--- src/rtl/rf_writeback_scheduler.sv ---
// Register-file write-port scheduler: arbitrates ALU (A) vs long-latency (B) writeback and
// tracks B-owed destinations in a scoreboard. Optional perf counters: define RFWB_PERF_EN.
module rf_writeback_scheduler #(
  parameter int STARVE_LIMIT = 4,
  parameter int DATA_W       = 32
) (
  input  logic              clk,
  input  logic              rst,
  input  logic              a_valid,
  input  logic [4:0]        a_rd,
  input  logic [DATA_W-1:0] a_data,
  input  logic              b_valid,
  output logic              b_ready,
  input  logic [4:0]        b_rd,
  input  logic [DATA_W-1:0] b_data,
  input  logic              iss_valid,
  input  logic [4:0]        iss_rd,
  input  logic [4:0]        dec_rs1,
  input  logic [4:0]        dec_rs2,
  input  logic [4:0]        dec_rd,
  output logic              stall,
  output logic              hold_a,
  output logic              wb_en,
  output logic [4:0]        wb_addr,
  output logic [DATA_W-1:0] wb_data,
  output logic [31:0]       pending,
  output logic              proto_err,
  output logic [31:0]       perf_b_wait,
  output logic [31:0]       perf_stall
);

  localparam int         CW  = 4;
  localparam logic [CW-1:0] LIM = CW'(STARVE_LIMIT);

  logic [CW-1:0]     starve_cnt;
  logic [CW-1:0]     starve_next;
  logic [31:0]       pend_q;
  logic [31:0]       pend_next;
  logic              wb_src_b;
  logic              b_hs;
  logic              b_wait;
  logic              win_valid;
  logic [4:0]        win_rd;
  logic [DATA_W-1:0] win_data;
  logic              proto_hit;

  // Handshake: A has no ready and always wins; B transfers when b_valid && b_ready,
  // with b_ready = !a_valid. A waiting B must stay presented until it transfers.
  assign b_ready = !a_valid;
  assign b_hs    = b_valid && !a_valid;
  assign b_wait  = b_valid && a_valid;

  assign win_valid = a_valid || b_valid;
  assign win_rd    = a_valid ? a_rd : b_rd;
  assign win_data  = a_valid ? a_data : b_data;

  assign hold_a  = (starve_cnt == LIM);
  assign pending = pend_q;

  assign stall = ((dec_rs1 != 5'd0) && pend_q[dec_rs1]) ||
                 ((dec_rs2 != 5'd0) && pend_q[dec_rs2]) ||
                 ((dec_rd  != 5'd0) && pend_q[dec_rd]);

  always_comb begin
    starve_next = '0;
    if (b_wait) starve_next = (starve_cnt == LIM) ? starve_cnt : starve_cnt + 1'b1;
  end

  // Clear first so that an issue to the same register on the same edge wins.
  always_comb begin
    pend_next = pend_q;
    if (wb_en && wb_src_b) pend_next[wb_addr] = 1'b0;
    if (iss_valid && (iss_rd != 5'd0)) pend_next[iss_rd] = 1'b1;
    pend_next[0] = 1'b0;
  end

  always_comb begin
    proto_hit = 1'b0;
    if (a_valid && hold_a) proto_hit = 1'b1;
    if (a_valid && (a_rd != 5'd0) && pend_q[a_rd]) proto_hit = 1'b1;
    if (iss_valid && (iss_rd != 5'd0) && pend_q[iss_rd]) proto_hit = 1'b1;
    if (b_hs && (b_rd != 5'd0) && !pend_q[b_rd]) proto_hit = 1'b1;
  end

  always_ff @(posedge clk or posedge rst) begin
    if (rst) begin
      starve_cnt <= '0;
      pend_q     <= '0;
      wb_en      <= 1'b0;
      wb_addr    <= '0;
      wb_data    <= '0;
      wb_src_b   <= 1'b0;
      proto_err  <= 1'b0;
    end else begin
      starve_cnt <= starve_next;
      pend_q     <= pend_next;
      wb_en      <= win_valid && (win_rd != 5'd0);
      wb_src_b   <= b_hs;
      if (win_valid) begin
        wb_addr <= win_rd;
        wb_data <= win_data;
      end
      if (proto_hit) proto_err <= 1'b1;
    end
  end

`ifdef RFWB_PERF_EN
  logic [31:0] perf_b_wait_q;
  logic [31:0] perf_stall_q;

  always_ff @(posedge clk or posedge rst) begin
    if (rst) begin
      perf_b_wait_q <= '0;
      perf_stall_q  <= '0;
    end else begin
      if (b_wait) perf_b_wait_q <= perf_b_wait_q + 32'd1;
      if (stall)  perf_stall_q  <= perf_stall_q + 32'd1;
    end
  end

  assign perf_b_wait = perf_b_wait_q;
  assign perf_stall  = perf_stall_q;
`else
  assign perf_b_wait = '0;
  assign perf_stall  = '0;
`endif

endmodule

--- config.mk ---
export PLATFORM = sky130hd
export DESIGN_NAME = rf_writeback_scheduler
export DESIGN_NICKNAME = d
export VERILOG_FILES = /design/src/rtl/rf_writeback_scheduler.sv
export SDC_FILE = /design/constraint.sdc
export NUM_CORES = 1
export LEC_CHECK = 0
export ABC_AREA = 1
export CAP_MARGIN = 15
export CORE_ASPECT_RATIO = 1.5
export CORE_MARGIN = 4
export CORE_UTILIZATION = 44
export DETAILED_ROUTE_END_ITERATION = 10
export PLACE_DENSITY_LB_ADDON = 0.1
export RECOVER_POWER = 25
export SKIP_LAST_GASP = 1
export SLEW_MARGIN = 20
export SYNTH_ARGS = -nofsm -noshare
export SYNTH_HDL_FRONTEND = slang
export SYNTH_SLANG_ARGS = --single-unit
--- constraint.sdc ---
create_clock -name clk -period 3.36 [get_ports clk]
set_input_delay 1.008 -clock clk [delete_from_list [all_inputs] [get_ports clk]]
set_output_delay 1.008 -clock clk [all_outputs]
set_load 0.005 [all_outputs]
**Run 1: wiring heat map**

20 x 30 tiles, from dark blue (low) to red (high), scaled to the fullest tile. Values are wire area over tile area, all layers added.
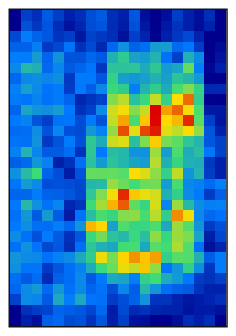
fullest tile: 0.83
tiles over half the peak: 18%
mean over tiles: 0.25

**Run 1: floorplan with the power grid**

The bar under the picture is 20 um long. Pins as bars on the die edge. Tap cells in grey.
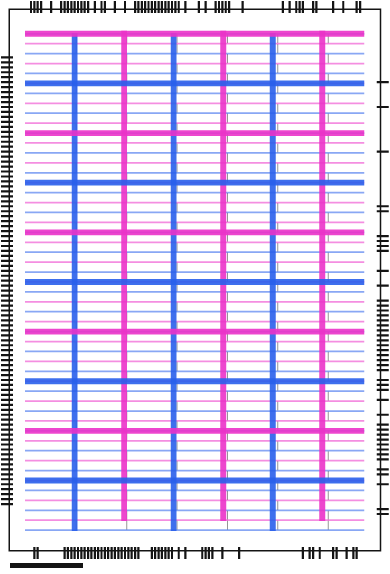
legend:
  magenta:
    net: VDD
  blue:
    net: VSS
met5 straps: 10
tap cells: 156

==> results.json, run 1 <==
{
  "status": "finished clean",
  "biggest_area_contributors_in_the_synthesized_netlist": "sky130_fd_sc_hd__dfrtp_1, sky130_fd_sc_hd__nand2_1, sky130_fd_sc_hd__nand3_1",
  "rows": 50,
  "wire_per_inst_um": 17.1,
  "floorplan.core_area_sq_um": 12600,
  "max-slew-margin-rel_pct": 7.10,
  "power.share.sequential_pct": 35.7,
  "routability_cong": 0.972,
  "drt_drc_violations_left": 0,
  "synth-edff-count": 0,
  "ys_ff": 75,
  "combinationalPowerShare_pct": 36.8,
  "worstReg2RegStart": "pending[30]$_DFF_PP0_",
  "chip_width_um": 101,
  "ctsRootBufferMaster": "sky130_fd_sc_hd__clkbuf_16",
  "synthesis.area_per_instance_sq_um": 6.37,
  "design.final.nets": 1203,
  "critical-path-top-delay-family": "buffers and inverters",
  "min-delay-start": "wb_data[9]$_DFFE_PP0P_",
  "initialDrtViolationCount": 485,
  "cts_tree": "done",
  "maximum_number_of_pins_on_one_net_before_global_route_repair": 65,
  "areaGrowthSynthToFinish_pct": 38.4,
  "n_fill_cell": 1250,
  "critPathCapture": "stall",
  "synth_area_sq_um": 5750,
  "yosys_area_sq_um": 5750,
  "total_leakage_power_nw": 3.86,
  "number_of_warnings_reported_in_the_yosys_synthesis_log": 0,
  "final.setup_skew_ns": 0.00709,
  "cts_buffers": 9
}
**Run 1: placement by cell class**

Fill, decap, tap and diode cells in grey.
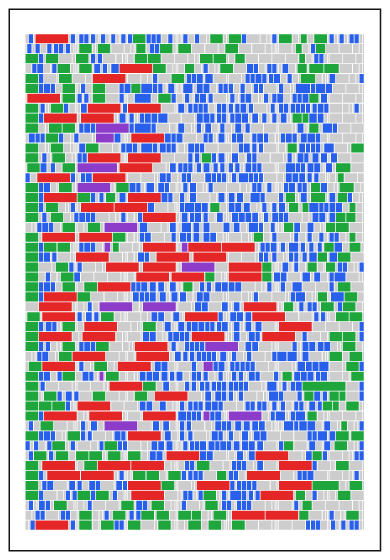
legend:
  red:
    class: flip-flops
    cells: 75
  purple:
    class: clock drivers and dummy loads
    cells: 16
  green:
    class: other buffers and delay cells
    cells: 225
  blue:
    class: all other logic
    cells: 791

## run 1: cells in the final DEF (no fill, tap or decap), types with 3 or more instances in the layout
cell type / n
sky130_fd_sc_hd__clkbuf_2: 6
sky130_fd_sc_hd__o21ai_0: 99
sky130_fd_sc_hd__o21ai_1: 5
sky130_fd_sc_hd__inv_1: 73
sky130_fd_sc_hd__nand2_1: 324
sky130_fd_sc_hd__nor3_1: 8
sky130_fd_sc_hd__buf_4: 43
sky130_fd_sc_hd__clkdlybuf4s50_1: 157
sky130_fd_sc_hd__o211ai_1: 22
sky130_fd_sc_hd__dfrtp_1: 75
sky130_fd_sc_hd__a21oi_1: 28
sky130_fd_sc_hd__nand3_1: 115
sky130_fd_sc_hd__inv_2: 9
sky130_fd_sc_hd__nor2_1: 17
sky130_fd_sc_hd__nor2_2: 4
sky130_fd_sc_hd__buf_2: 6
sky130_fd_sc_hd__a31oi_1: 4
sky130_fd_sc_hd__clkinv_2: 3
sky130_fd_sc_hd__conb_1: 65
sky130_fd_sc_hd__clkbuf_16: 9
sky130_fd_sc_hd__buf_6: 6
## run 1: state kept, by name, summed over array words and instances, names as in the netlist
name and cells:
wb_addr 5, wb_data 32, wb_src_b 1, wb_en 1, starve_cnt 4, proto_err 1
pending 31
## run 1: power by group through the flow
stage / logic (W) / clock network, W / registers (W)
2_1_floorplan: 0.000597 / 0 / 0.00120
3_3_place_gp: 0.00126 / 0 / 0.00126
3_5_place_dp: 0.00126 / 0 / 0.00126
4_1_cts: 0.00128 / 0.000974 / 0.00125
5_1_grt: 0.00141 / 0.00102 / 0.00127
6_report: 0.00129 / 0.000965 / 0.00126
## run 1: final cells by class
type	count	area share, %
clock buffer	11	3.05
clock inverter	5	0.661
inverter	85	4.07
multi-input combinational	706	39.5
sequential	75	23.6
tap	156	2.45
timing repair buffer	225	26.7
## run 1: routing by layer
metal	GRT usage [%]	vias up	routed length, um
met5	0	-	0
met4	18.8	0	1560
met3	6.89	104	2280
met2	47.0	397	10500
met1	30.0	2955	7280
li1	-	3194	-
## run 1: stage by stage
stage	std cells	hold slack (ns)	cell area, sq um	util [%]	total power (W)
after floorplan	966	0.489	5990	-	0.00179
after global placement	1239	0.476	7590	60.1	0.00252
after detailed placement	1239	0.482	7590	60.1	0.00252
after CTS	1261	0.497	7960	63.0	0.00350
after global routing	1263	0.515	7950	62.9	0.00369
final	1263	0.489	7950	62.9	0.00352
## run 1: worst min-delay path, delay by kind of cell, from the launching register on
family / cells / cell delay (ns)
DFF: 1 / 0.34
and+or+nand+nor: 2 / 0.11
## run 1: timing repair
action,CTS,global route
pin swaps,1,8
gates cloned,5,1
setup buffers,1,1
resized,37,33
endpoints found under the setup margin,1,1
hold endpoints to repair,0,0
## run 1: kinds of logic after synthesis
kind of cell / synth area share, %
and+or+nand+nor: 34.0
buffers and inverters: 17.4
AOI/OAI and AO/OA: 15.2
DFF: 32.7
xor gates and xnor gates: 0.305
adders and majority gates: 0.435
other: 0.0653
**Run 1: cell placement**

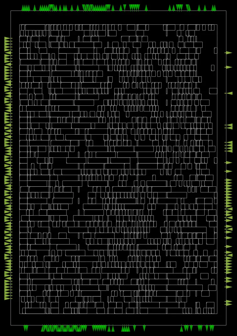

## Run 2: what changed since run 1
--- a/config.mk
+++ b/config.mk
@@ -9,8 +9,10 @@
 export CAP_MARGIN = 15
 export CORE_ASPECT_RATIO = 1.5
 export CORE_MARGIN = 4
-export CORE_UTILIZATION = 44
+export CORE_UTILIZATION = 65
+export CTS_CLUSTER_SIZE = 25
 export DETAILED_ROUTE_END_ITERATION = 10
+export DONT_BUFFER_PORTS = 1
 export PLACE_DENSITY_LB_ADDON = 0.1
 export RECOVER_POWER = 25
 export SKIP_LAST_GASP = 1
**Run 2: cell placement**

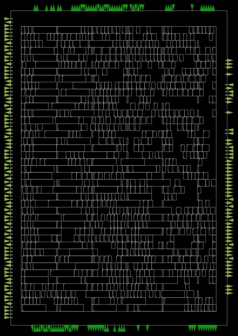
number of fillers in the final layout: 785
final core utilization: 67.6%
standard-cell rows: 41
fraction of standard cell area that is sequential: 32.6%

**Run 2: placement by cell class**

Fill, decap, tap and diode cells in grey.
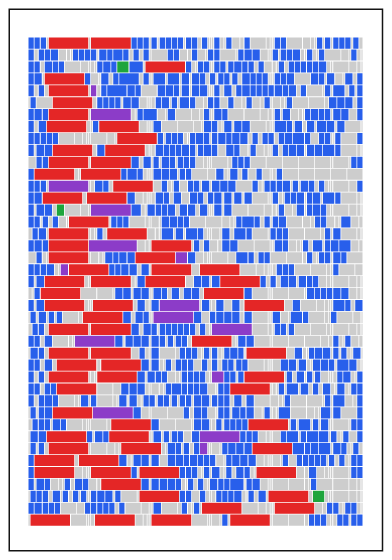
legend:
  purple:
    class: clock drivers and dummy loads
    cells: 15
  green:
    class: other buffers and delay cells
    cells: 3
  red:
    class: flip-flops
    cells: 75
  blue:
    class: all other logic
    cells: 791

**Run 2: wires at chosen ports, followed through buffers**

The bar under the picture is 20 um long.
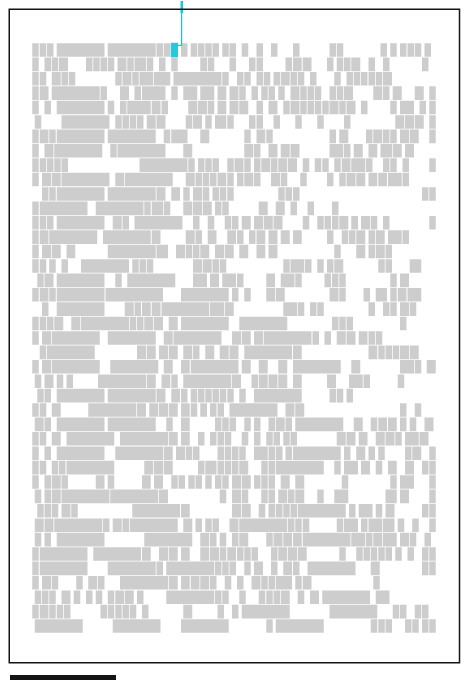
legend:
  cyan:
    port: `hold_a`
    bits: 1
    direction: output
    edge: top
    end_cells: 1
    buffers: 0
    wire: 7.40 um

==> run 2 against run 1 <==
Effect of this change:
- critical endpoint unchanged
- synthesized area unchanged
- critical path depth decreased by 1
- sequential power increased by 6%
- die size decreased by 30%
- global-route usage increased by 8.4 points
- combinational power decreased by 45%
- wire length decreased by 12%
==> results.json, run 2 <==
{
  "status": "finished clean",
  "ys_sh_adder_pct": 0.436,
  "lay_top_count": "sky130_fd_sc_hd__nand2_1",
  "areaGrowthSynthToFinish_pct": 0.131,
  "worstReg2RegStart": "pending[3]$_DFF_PP0_",
  "synth-edff-count": 0,
  "synthesis.area_per_instance_sq_um": 6.37,
  "drt_drc_violations_left": 0,
  "synth.cellmix.compoundShare_pct": 15.2,
  "finish.cell_count_without_fillers": 991,
  "routability_cong": 1.04,
  "floorplan.core_area_sq_um": 8520,
  "regMostFlops": "wb_data",
  "cts_buffers": 9,
  "ys_ff": 75,
  "start_kind": "primary input",
  "design.final.nets": 981,
  "total_leakage_power_nw": 2.90,
  "cts_tree": "done",
  "chip_width_um": 84.8,
  "biggest_area_contributors_in_the_synthesized_netlist": "sky130_fd_sc_hd__dfrtp_1, sky130_fd_sc_hd__nand2_1, sky130_fd_sc_hd__nand3_1",
  "cts-resized-gates": 0,
  "number_of_warnings_reported_in_the_yosys_synthesis_log": 0,
  "synth_cell_type_count": 29,
  "combinationalPowerShare_pct": 23.9,
  "min-delay-start": "wb_data[14]$_DFFE_PP0P_",
  "maximum_number_of_pins_on_one_net_before_global_route_repair": 48,
  "ys_top_logic_family": "simple AND/OR/NAND/NOR gates",
  "synth.cellmix.xorXnorShare_pct": 0.305,
  "ctsRootBufferMaster": "sky130_fd_sc_hd__clkbuf_16",
  "largest_register_ffs": 32,
  "synth_area_sq_um": 5750,
  "drt_wl_total_um": 19000,
  "synth.cellmix.simpleShare_pct": 34.0
}
-- run 2: cell counts after synthesis --
Identical to the previous run, type by type.
-- run 2: power groups by stage --
stage	Sequential, W	Combinational, W	Clock [W]
floorplan	0.00120	0.000597	0
global placement	0.00133	0.000666	0
detailed placement	0.00133	0.000687	0
CTS	0.00132	0.000690	0.000923
global route	0.00134	0.000810	0.000965
finish	0.00133	0.000707	0.000916
-- run 2: routing by layer --
metal	global-route usage [%]	part of all wire, %	vias to the layer above
met5	0	0	-
met1	39.4	31	2711
met4	24.4	7.4	0
met3	11.5	14	110
met2	60.2	48	494
li1	-	-	2749
-- run 2: worst max-delay path by stage --
stage          slack [ns]  depth (start not counted)               endpoint
2_1_floorplan        0.44                          1  pending[10]$_DFF_PP0_
3_3_place_gp         0.40                          9                  stall
3_5_place_dp         0.37                          9                  stall
4_1_cts              0.37                          9                  stall
5_1_grt              0.21                          8                  stall
6_report             0.36                         10                  stall
-- run 2: layout make-up --
class	instances	area [sq um]
clock buffers	10	229
clock inverters	5	55.1
fillers	785	2760
inverters	85	324
multi-input cells	706	3110
flip-flops and latches	75	1880
well taps	107	134
repair buffers	3	20.0
-- run 2: logic make-up (layout without fill, tap and decap cells) --
| logic type | Yosys count | after routing |
|---|---|---|
| AND/OR/NAND/NOR | 476 | 476 |
| adder cells (fa/ha/maj) | 2 | 2 |
| AND-OR/OR-AND | 161 | 161 |
| other | 1 | 65 |
| buffers and inverters | 185 | 103 |
| XOR/XNOR | 2 | 2 |
| flip-flops | 75 | 75 |
-- run 2: metrics by stage --
step	setup slack, ns	instance area [sq um]	power (W)	hold slack (ns)
CTS	0.365	5770	0.00293	0.533
finish	0.357	5750	0.00296	0.533
detailed placement	0.372	5480	0.00202	0.520
global route	0.207	5750	0.00311	0.562
floorplan	0.442	5990	0.00179	0.489
global placement	0.395	5480	0.00200	0.514
-- run 2: critical path, stage by stage --
cell,delay [ns]
sky130_fd_sc_hd__inv_1,0.22
sky130_fd_sc_hd__nand2_1,0.09
sky130_fd_sc_hd__nand3_1,0.08
sky130_fd_sc_hd__nand3_1,0.10
sky130_fd_sc_hd__nand3_1,0.10
sky130_fd_sc_hd__nand2_1,0.06
sky130_fd_sc_hd__nand2_1,0.10
sky130_fd_sc_hd__nand2_1,0.06
sky130_fd_sc_hd__nor2_1,0.09
sky130_fd_sc_hd__nand2_1,0.08
Power and IR drop assume default switching activity.
